==> config.mk <==
export PLATFORM = sky130hd
export DESIGN_NAME = uart_rx
export DESIGN_NICKNAME = d
export VERILOG_FILES = /design/src/rtl/uart_rx.sv
export SDC_FILE = /design/constraint.sdc
export NUM_CORES = 1
export LEC_CHECK = 0
export CORE_ASPECT_RATIO = 1.1
export CORE_MARGIN = 2
export CORE_UTILIZATION = 60
export CTS_CLUSTER_SIZE = 10
export DETAILED_ROUTE_END_ITERATION = 10
export PLACE_DENSITY_LB_ADDON = 0.2
export SETUP_SLACK_MARGIN = 0.3
export SLEW_MARGIN = 20
export SYNTH_ARGS = -nofsm -noshare
export SYNTH_HDL_FRONTEND = slang
export SYNTH_SLANG_ARGS = --single-unit
==> constraint.sdc <==
create_clock -name clk -period 3.75 [get_ports clk]
set_input_delay 0.75 -clock clk [delete_from_list [all_inputs] [get_ports clk]]
set_output_delay 0.75 -clock clk [all_outputs]
set_load 0.01 [all_outputs]
Cell area per tile:
The die is cut into 8 by 8 equal tiles; white is low, dark blue is high, 0 to 100% covered.
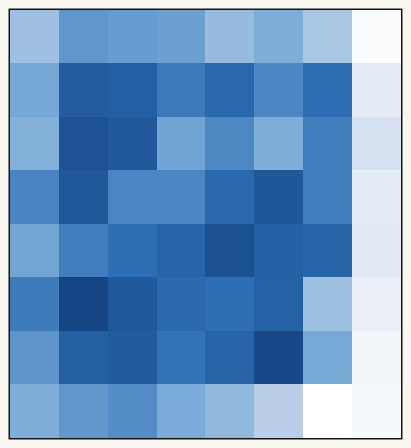
mean over tiles	58%
nearly empty tiles	1.6%
fullest tile	91%
tiles over 75% full	33%
core footprint: 5360 um2
Init Core Util: 0.623
Final Util: 0.685

Layout detail:
Window x 46 to 66, y 52 to 72 um. Cells in gray, sequential cells in the stronger gray; small squares are vias.
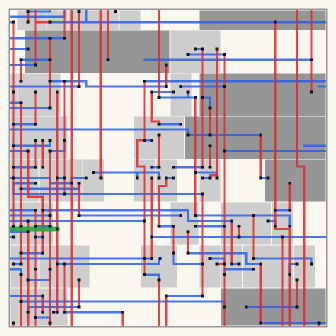
layer	color
metal 1	blue
metal 3	green
metal 2	red
most frequent	nor2_1 (6), dfrtp_1 (4)
sequential cells in the window	4
cells with their middle in the window	27

Cell placement:
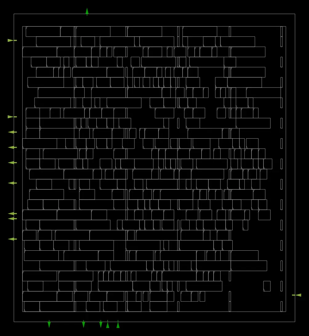
# fillers: 412
Non-Filler Instances: 427
Seq area share: 0.371
Tapcells: 75
row count: 28

==> results.cfg <==
; yosys + openroad results
[outcome]
outcome = finished, final reports clean

[layout]
comb_area_um2 = 1870
final_cell_mix = dfrtp_1 (46), nor2_1 (35), nand2_1 (30), nand3_1 (18), mux2_2 (17)
drive_above_1_share = 0.145
buffers = 22
insertedDiodeCount = 0
nets = 367
area_delta_synth_final_pct = 10.0
clkCellAreaFrac = 0.0290
ff_latch_area_um2 = 1360
comb_area_frac = 0.509
finalInstanceArea_um2 = 3670
lay_top_count = dfrtp_1
largest_register_ff_count = 16
buffer_area_frac = 0.0572
nClkBuffers = 7
seq_cells = 54
largest_cell_class = combinational gates
comb_cells = 259
inverters_excl_clock = 9

[pwr]
seq_power_share = 0.427
finalPower_mw = 2.20
pg_comb_uw = 879
combPwrFrac = 0.400
netSwitchingFraction = 0.399
p_per_area_nw_per_um2 = 599
pg_clk_uw = 382
p_sw_uw = 877
pwr-share-clk = 0.173
p_leak_nw = 1.58
vdd_drop_max_mv = 0.374
p_seq_uw = 939
p_int_mw = 1.32
power_leader = registers

[final_timing]
hold_violations = 0
setup_violations = 0
skew_ps = 11.0
finalCriticalPeriod_ps = 3220
fin_ws_ps = 526
finalCritPeriodShare = 0.860
maxSlewHeadroom = 0.433
final.setup.tns_ps = 0
worst_slew_pin_slew_ps = 850
rsz0062_at_grt = no
fmax_mhz = 310
fin_hold_ws_ps = 361
slew_violations = 0

[routing]
vias = 2621
vias_per_cell = 6.14
highest_layer = met4
final_antenna_net_count = 0
drc = 0
avgRoutedWirePerCell_um = 16.5
wl_met1_um = 3110
drt_iter0_drc = 159
routed_wl_um = 7030
first_pass_iters = 4
wl_met3_um = 306
wl_met2_um = 3480

[synth]
yosys-top-cells-count = dfrtp_1 (46), nor2_1 (35), nand2_1 (30), nand3_1 (18)
synthSimpleGateAreaFrac = 0.222
ys_types = 62
synth_top_cell_by_count = dfrtp_1
yosysTopAreaCell = dfrtp_1
ff_type = dfrtp_1
ys_seq_frac = 0.408
edf_count = 0
ys_cells = 343
synth_warnings = 0
floorplan.nets = 359
top_area_frac = 0.345
syn_area_per_cell_um2 = 9.73
synth_area_um2 = 3340
ys_ff = 54
synthCells = 343
aoi_share = 0.124
synth.logic.top_family = simple AND/OR/NAND/NOR gates
ys_area_um2 = 3340
top_cells_by_area = dfrtp_1 (34%), dfstp_2 (6.3%), mux2_2 (5.7%)
synthAdderAreaFrac = 0.0412
xor_area_frac = 0.0993
ys_async_sr_fraction = 1.00
muxShareOfSynthArea = 0.0693

[setup_path]
cp.buffers_inverters = 2
end_kind = register
crit_chain = inv_1 -> ha_1 -> or4b_1 -> o2bb2ai_1 -> o311ai_0 -> a32oi_2 -> nand4_2 -> nor4_4 -> buf_4 -> mux2_2
critical_path.max_fanout = 9
cp.required_ps = 3940
critical-path-top-delay-family = simple AND/OR/NAND/NOR gates
worstRegToRegCells = 10
cp-start-kind = register
cp.depth = 10
critical_path_class = register to register
reg2reg_setup_slack_ps = 530
max_stage_delay_ps = 600
crit_path_top_delay_cell = or4b_1
critPathArrivalTime_ps = 3420

[grt]
grt_most_used_layer = met2
grt_util_met3 = 0.0413
grt_use_met2 = 0.411
grt_pass1_vias = 2373
grt_first_pass_wirelength_um = 11500
grt_max_degree = 30
track_usage = 0.249
grt_antenna_before_repair = 0
use_met1 = 0.333
gr-total-overflow = 0

[floorplan]
die_w_um = 75.1
die_h_um = 82.2
chipArea_um2 = 6180
io_pins = 16

[clock_network]
cts.clk_slew.worst_paths_ps = 90
clock_sinks = 54
root_buffer = clkbuf_8
post_cts_buffers = 0
htreeDepth = 2
cts-buffers-inserted = 5
ctsLongestPathBuffers = 2
cts_tree = yes
worstSkewPairLatency_ps = 310
ctsResizeCount = 0
hold_buffers = 0

[placement]
placed_cells = 418
dp_slack_ps = 380
routabilityCongestion = 0.898
numPortBuffers = 15
postPlaceCellArea_um2 = 3550
place.detailed.hpwl_um = 5120

[worst_hold_path]
hp-class = register to register
min_path_cells = 0

[run]
warnings = 33
drv_cap = 0
Power and IR drop assume default switching activity.
